==> run_1/clk_routes.png <==
The bar under the picture is 100 um long.
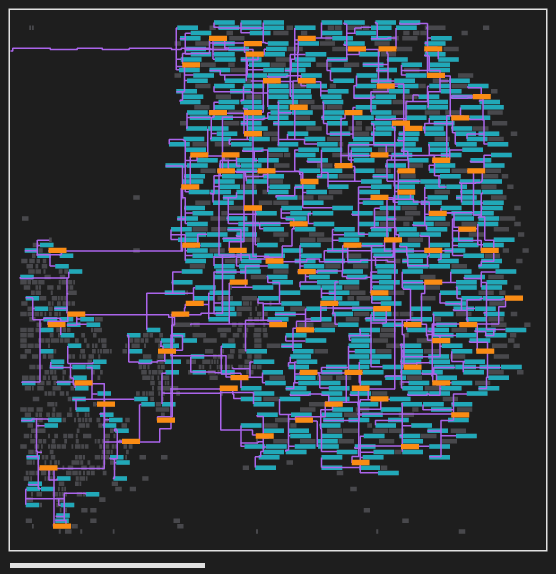
==> run_1/clocks.png <==
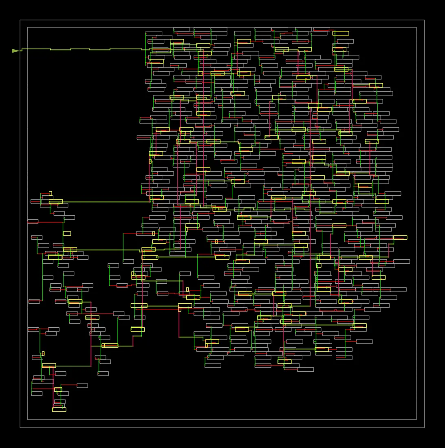
==> run_1/flops_by_reg.png <==
Other sequential cells in the stronger gray, the rest of the logic in the fainter gray.
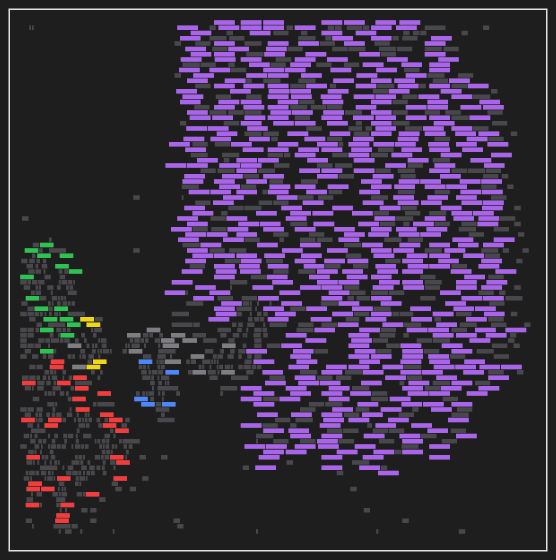
==> run_1/layer_met4.png <==
Supply wires on this layer in gray.
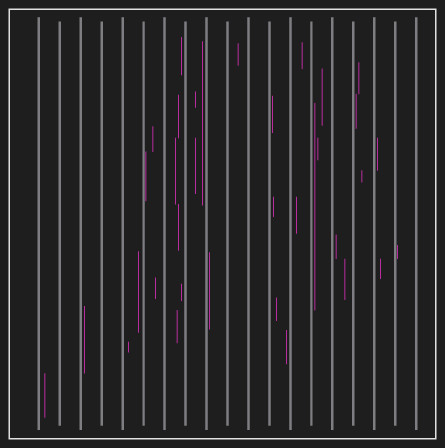
### src/rtl/avalon_burst_writer.sv
// Stream-to-Avalon-MM burst writer: buffers words in a FIFO and issues fixed-length write bursts.
// Optional AVALON_BURST_WRITER_FLUSH_EN adds a flush input that drains a partial FIFO as a short burst.
module avalon_burst_writer #(
    parameter int unsigned BURSTCOUNT_W = 4,
    parameter int unsigned BURST_LEN    = 8,
    parameter int unsigned FIFO_DEPTH_W = 4,
    parameter logic [31:0] BASE_ADDR    = 32'h0,
    parameter int unsigned REGION_WORDS = 256
) (
    input  logic                    clk,
    input  logic                    reset_n,
    input  logic [31:0]             s_data,
    input  logic                    s_valid,
    output logic                    s_ready,
    output logic [31:0]             address,
    output logic                    write,
    output logic [31:0]             writedata,
    output logic [3:0]              byteenable,
    output logic [BURSTCOUNT_W-1:0] burstcount,
    input  logic                    waitrequest,
`ifdef AVALON_BURST_WRITER_FLUSH_EN
    input  logic                    flush,
`endif
    output logic                    busy,
    output logic [15:0]             bursts_done
);

    localparam int unsigned DEPTH = 2 ** FIFO_DEPTH_W;
    localparam int unsigned CW    = FIFO_DEPTH_W + 1;

    localparam logic [CW-1:0]           FULL_CNT  = CW'(DEPTH);
    localparam logic [CW-1:0]           LEN_CNT   = CW'(BURST_LEN);
    localparam logic [BURSTCOUNT_W-1:0] LEN_BC    = BURSTCOUNT_W'(BURST_LEN);
    localparam logic [31:0]             PTR_STEP  = 32'(BURST_LEN);
    localparam logic [31:0]             PTR_LIMIT = 32'(REGION_WORDS);

    typedef enum logic [0:0] {
        IDLE  = 1'b0,
        BURST = 1'b1
    } state_t;

    state_t                  state_q, state_d;
    logic [31:0]             mem_q [DEPTH];
    logic [FIFO_DEPTH_W-1:0] wr_ptr_q, wr_ptr_d;
    logic [FIFO_DEPTH_W-1:0] rd_ptr_q, rd_ptr_d;
    logic [CW-1:0]           count_q, count_d;
    logic [BURSTCOUNT_W-1:0] len_q, len_d;
    logic [BURSTCOUNT_W-1:0] beats_q, beats_d;
    logic [31:0]             word_ptr_q, word_ptr_d;
    logic [31:0]             word_ptr_sum;
    logic [15:0]             done_q, done_d;
    logic                    flush_pend_q;
    logic                    push;
    logic                    pop;

    assign s_ready      = (count_q != FULL_CNT) && !flush_pend_q;
    assign push         = s_valid && s_ready;
    assign pop          = (state_q == BURST) && !waitrequest;

    assign write        = (state_q == BURST);
    assign busy         = (state_q == BURST);
    assign byteenable   = (state_q == BURST) ? '1 : '0;
    assign writedata    = mem_q[rd_ptr_q];
    assign address      = BASE_ADDR + (word_ptr_q << 2);
    assign burstcount   = len_q;
    assign bursts_done  = done_q;
    assign word_ptr_sum = word_ptr_q + PTR_STEP;

    always_ff @(posedge clk) begin
        if (push) begin
            mem_q[wr_ptr_q] <= s_data;
        end
    end

    always_comb begin
        state_d    = state_q;
        wr_ptr_d   = wr_ptr_q;
        rd_ptr_d   = rd_ptr_q;
        count_d    = count_q;
        len_d      = len_q;
        beats_d    = beats_q;
        word_ptr_d = word_ptr_q;
        done_d     = done_q;

        if (push) begin
            wr_ptr_d = wr_ptr_q + FIFO_DEPTH_W'(1);
        end
        if (pop) begin
            rd_ptr_d = rd_ptr_q + FIFO_DEPTH_W'(1);
        end
        unique case ({push, pop})
            2'b10:   count_d = count_q + CW'(1);
            2'b01:   count_d = count_q - CW'(1);
            default: count_d = count_q;
        endcase

        unique case (state_q)
            IDLE: begin
                if (count_q >= LEN_CNT) begin
                    state_d = BURST;
                    len_d   = LEN_BC;
                    beats_d = LEN_BC;
                end else if (flush_pend_q && (count_q != '0)) begin
                    state_d = BURST;
                    len_d   = BURSTCOUNT_W'(count_q);
                    beats_d = BURSTCOUNT_W'(count_q);
                end
            end
            BURST: begin
                if (pop) begin
                    beats_d = beats_q - BURSTCOUNT_W'(1);
                    if (beats_q == BURSTCOUNT_W'(1)) begin
                        state_d = IDLE;
                        done_d  = done_q + 16'd1;
                        // word_ptr only ever holds multiples of BURST_LEN, so a plain
                        // step also covers rounding up after a short flushed burst.
                        word_ptr_d = (word_ptr_sum >= PTR_LIMIT) ? '0 : word_ptr_sum;
                    end
                end
            end
            default: state_d = IDLE;
        endcase
    end

    always_ff @(posedge clk) begin
        if (!reset_n) begin
            state_q    <= IDLE;
            wr_ptr_q   <= '0;
            rd_ptr_q   <= '0;
            count_q    <= '0;
            len_q      <= '0;
            beats_q    <= '0;
            word_ptr_q <= '0;
            done_q     <= '0;
        end else begin
            state_q    <= state_d;
            wr_ptr_q   <= wr_ptr_d;
            rd_ptr_q   <= rd_ptr_d;
            count_q    <= count_d;
            len_q      <= len_d;
            beats_q    <= beats_d;
            word_ptr_q <= word_ptr_d;
            done_q     <= done_d;
        end
    end

`ifdef AVALON_BURST_WRITER_FLUSH_EN
    logic flush_pend_d;

    // A new flush pulse wins over the empty-FIFO clear.
    always_comb begin
        flush_pend_d = flush_pend_q;
        if (flush) begin
            flush_pend_d = 1'b1;
        end else if ((state_q == IDLE) && (count_q == '0)) begin
            flush_pend_d = 1'b0;
        end
    end

    always_ff @(posedge clk) begin
        if (!reset_n) begin
            flush_pend_q <= 1'b0;
        end else begin
            flush_pend_q <= flush_pend_d;
        end
    end
`else
    assign flush_pend_q = 1'b0;
`endif

endmodule

### config.mk
export PLATFORM = sky130hd
export DESIGN_NAME = avalon_burst_writer
export DESIGN_NICKNAME = d
export VERILOG_FILES = /design/src/rtl/avalon_burst_writer.sv
export SDC_FILE = /design/constraint.sdc
export NUM_CORES = 1
export LEC_CHECK = 0
export CAP_MARGIN = 20
export CORE_AREA = 5 5 270 272
export CTS_CLUSTER_DIAMETER = 60
export CTS_CLUSTER_SIZE = 8
export DETAILED_ROUTE_END_ITERATION = 8
export DIE_AREA = 0 0 275 277
export MAX_ROUTING_LAYER = met4
export RECOVER_POWER = 50
export SYNTH_ARGS = -nofsm -noshare
export SYNTH_HDL_FRONTEND = slang
export SYNTH_SLANG_ARGS = --single-unit
### constraint.sdc
create_clock -name clk -period 4.4 [get_ports clk]
set_input_delay 0.88 -clock clk [delete_from_list [all_inputs] [get_ports clk]]
set_output_delay 0.88 -clock clk [all_outputs]
set_load 0.02 [all_outputs]
==> run notes, run 1 <==
Notes on the flow run.

- Measured along the y axis, the die boundary spans 277 um.
- The run finished, with violations left.
- After the first detailed-routing iteration, the DRC count stood at 913.
- In the synthesized netlist, the cells that appear most often are edfxtp_1, mux4_2, dfxtp_1, nor2_1, buf_4.
- The total detailed-routing wirelength is between 50 and 60 mm, for reference.
- The power share of the sequential group is 0.500, for reference.
- The post-synth design cell area is roughly 23000 sq um, for reference.
- The first global-routing pass estimated 77.59 mm of wire.
- Summing all multiplexer cells gives an area fraction of 0.1583.
- In this run the number of H-tree levels came out at 3.
- The worst ir drop on vdd is 0.0002717 V, for reference.
- The share of post-route cells with drive strength above 1 is 0.2374, for reference.
- STA classifies the critical path endpoint as an output pin.
- The warning count from the yosys run is 0, for reference.
- Counting pins that exceed their max-slew limit in the final report gives 50.
- Setup repair after global routing left no endpoint under its margin.
- Headroom to the max-slew limit came out at -0.1418.
- According to the floorplan report, the total die area is between 70000 and 80000 sq um.
- The synthesis report lists the most area-consuming cells as edfxtp_1, mux4_2, dfxtp_1, buf_4, xnor2_1.
- The met2 wire length is ~26 mm, for reference.
- The instance tally after logic synthesis is 1175, for reference.
- Once placement finished, the instance area stood at 25430 sq um.
- The power report lists the combinational group at ~0.32 mW.
- The async set or reset register ratio after synthesis is 0, for reference.
- The most numerous cell on the critical path is mux4_2, for reference.
- The number of maximum-capacitance violations recorded for the run is 1.
- The data arrival time at the worst-slack endpoint is 3.26 ns, for reference.
- The number of antenna violations at the first check in global routing is 6.
- The checks that failed: capacitance limit, slew limit.
- The path class of the tightest hold or removal check is flip-flop to flip-flop.
- The number of global-route vias before repair is 12178, for reference.
Back to the opening pictures, clk_routes.png:
- flip-flops: cyan (count 580)
- clock drivers: orange (count 84)
- clock wires: purple (length 7470 um)
- routed clock nets: 85

Back to the opening pictures, clocks.png:
power of the clock network: 5.75 mW
final worst clock skew: 0.01724 ns
clock net sink count: 580
count of clock buffers in the final design: 94

Back to the opening pictures, flops_by_reg.png:
- mem_q: purple (placed flops 512)
- bursts_done: green (placed flops 16; where west)
- word_ptr_q: red (placed flops 29; where south-west)
- count_q: blue (placed flops 5; where south-west)
- beats_q: yellow (placed flops 4)
- not colored: 14
sequential share of cell area: 0.6036
Sequential cell area: 16750 sq um

Back to the opening pictures, layer_met4.png:
- longest straight run: 134 um
- share of all routed wire: 2.0%
- main direction: vertical
- nets with wire on the layer: 13
- wire length on this layer: 1000 um

run 1: metal layers:
| layer | up-vias | global-route usage |
|---|---|---|
| li1 | 4993 | - |
| met1 | 5984 | 0.1771 |
| met2 | 298 | 0.2249 |
| met3 | 83 | 0.03171 |
| met4 | 0 | 0.03874 |
| met5 | - | - |
run 1: final cells by class:
class | count | area share
diodes | 7 | 0.0006314
clock buffers | 94 | 0.07861
clock inverters | 11 | 0.005592
inverters | 15 | 0.002029
multi-input cells | 492 | 0.2077
flip-flops and latches | 580 | 0.6036
well taps | 950 | 0.04284
repair buffers | 160 | 0.05899
run 1: sequential cells by signal, summed over array words and instances, names as in the netlist, named ones only:
register     cells
beats_q          4
burstcount       1
bursts_done     16
busy             1
count_q          5
mem_q          512
rd_ptr_q         4
word_ptr_q      29
wr_ptr_q         4
==> run 2, diff against run 1 <==
Settings changed: CTS_BUF_LIST set to sky130_fd_sc_hd__clkbuf_8, PLACE_DENSITY_LB_ADDON set to 0.15.
==> run_2/clk_routes.png <==
The bar under the picture is 100 um long.
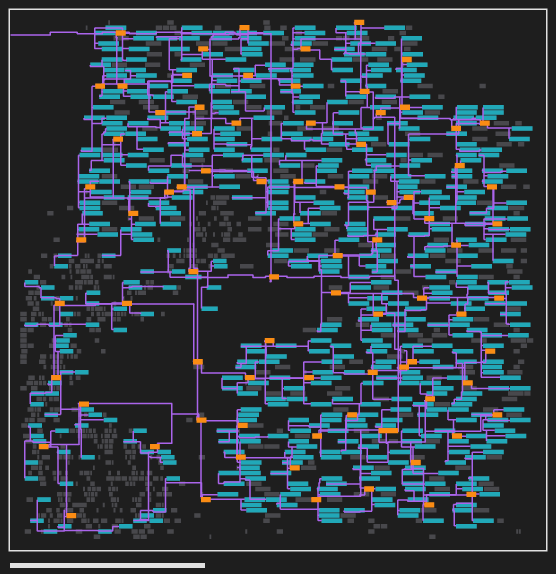
clk ins delay skew pair: 0.66 ns
final worst clock skew: 0.01991 ns
clock share of power: 0.370

==> run_2/layer_met4.png <==
Supply wires on this layer in gray.
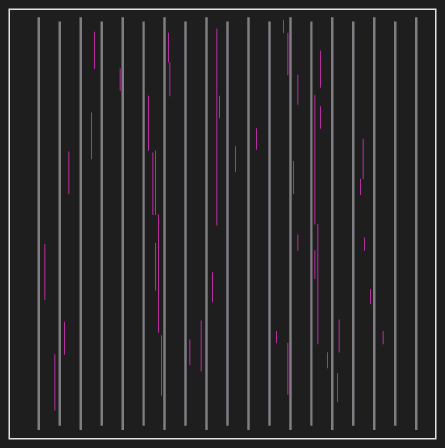
Routed Wire Length: 55.01 mm
count of vias placed by the detailed router: 11217

==> run_2/clocks.png <==
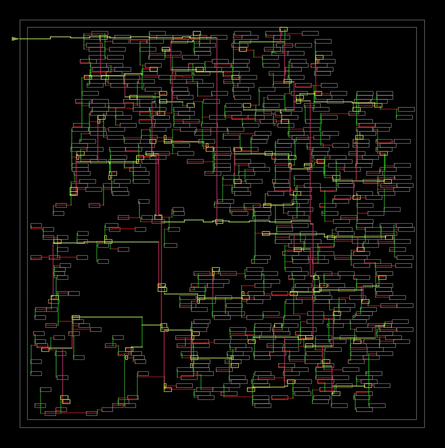
number of sequential cells: 580
power of the clock network: 3.76 mW
count of clock buffers in the final design: 87

==> run 2 against run 1 <==
  * The flow still finishes with violations (capacitance limit, slew limit)
  * Final cell count fell by 0.22%
  * Largest power group unchanged
  * Sequential power barely moved
  * Core utilization fell by 1.4 points
  * Clock skew rose by 0.0027 ns
  * Largest cell class unchanged
  * Design area fell by 3.7%
  * Count of clock-buffer cells in the layout fell by 7
==> run notes, run 2 <==
Notes on the flow run.

- The worst hold path belongs to the class flip-flop to flip-flop.
- Ranked by total cell area, the synthesized netlist is headed by edfxtp_1, mux4_2, dfxtp_1, buf_4, xnor2_1.
- The kind of end point of the critical path is an output pin, for reference.
- The number of violations reported at the end of detailed-routing iteration 0 was 721 (-21%).
- The vertical die size is 277 um (unchanged), for reference.
- The footprint of the flip-flops and latches came to 16750 sq um (about the same).
- The post-synth design cell area is 22960 sq um (unchanged).
- The share of cell area taken by muxes after synthesis is 0.1583 (unchanged), for reference.
- The first-pass GRT wire length came to 81.59 mm (+5.1%).
- The instance tally after logic synthesis came to 1175 (unchanged).
- The relative area of non-clock buffer cells in the final design is 0.06297 (+0.003980), for reference.
- Setup repair after global routing left no endpoint under its margin.
- The flow ran to the end, but the final reports show violations.
- The number of multi-input combinational cells in the layout came to 492 (unchanged).
- The final reports fail on capacitance limit, slew limit.
- The data arrival time at the worst-slack endpoint was 3.31 ns (+0.05 ns).
- The share of post-route cells with drive strength above 1 was 0.2287 (-0.008707).
- By count the netlist is led by edfxtp_1, mux4_2, dfxtp_1, nor2_1, buf_4.
- The count of pins over their slew limit was 49 (-2.0%).
- The clock sink total was 580 (unchanged).
- The max-capacitance violation count was 1 (unchanged).
- The share of the final layout cell area in sequential cells is 0.6267 (+0.02310), for reference.
- The async set or reset register ratio after synthesis is 0 (unchanged), for reference.
-- run 2: cell counts after synthesis --
Identical to the previous run, type by type.
-- run 2: layer usage --
metal  share of wire  vias to the layer above  routed length (um)  track usage
li1                -                     4963                   -            -
met1            0.44                     5937               24090       0.1921
met2            0.50                      220               27580       0.2448
met3           0.039                       97                2158      0.02591
met4           0.022                        0                1186      0.04260
met5               0                        -                   0            -
-- run 2: critical path: cells and delay by family (launching register included) --
| family | cells | cell delay (ns) |
|---|---|---|
| buf+inv | 2 | 0.97 |
| flops | 1 | 0.61 |
| mux | 2 | 1.07 |
-- run 2: power breakdown --
part | internal (mW) | switching, mW
clock | 1.79 | 1.96
sequential | 6.05 | 0.0154
combinational | 0.121 | 0.204
Power figures rest on the tool's default switching activity, not on a simulated workload.
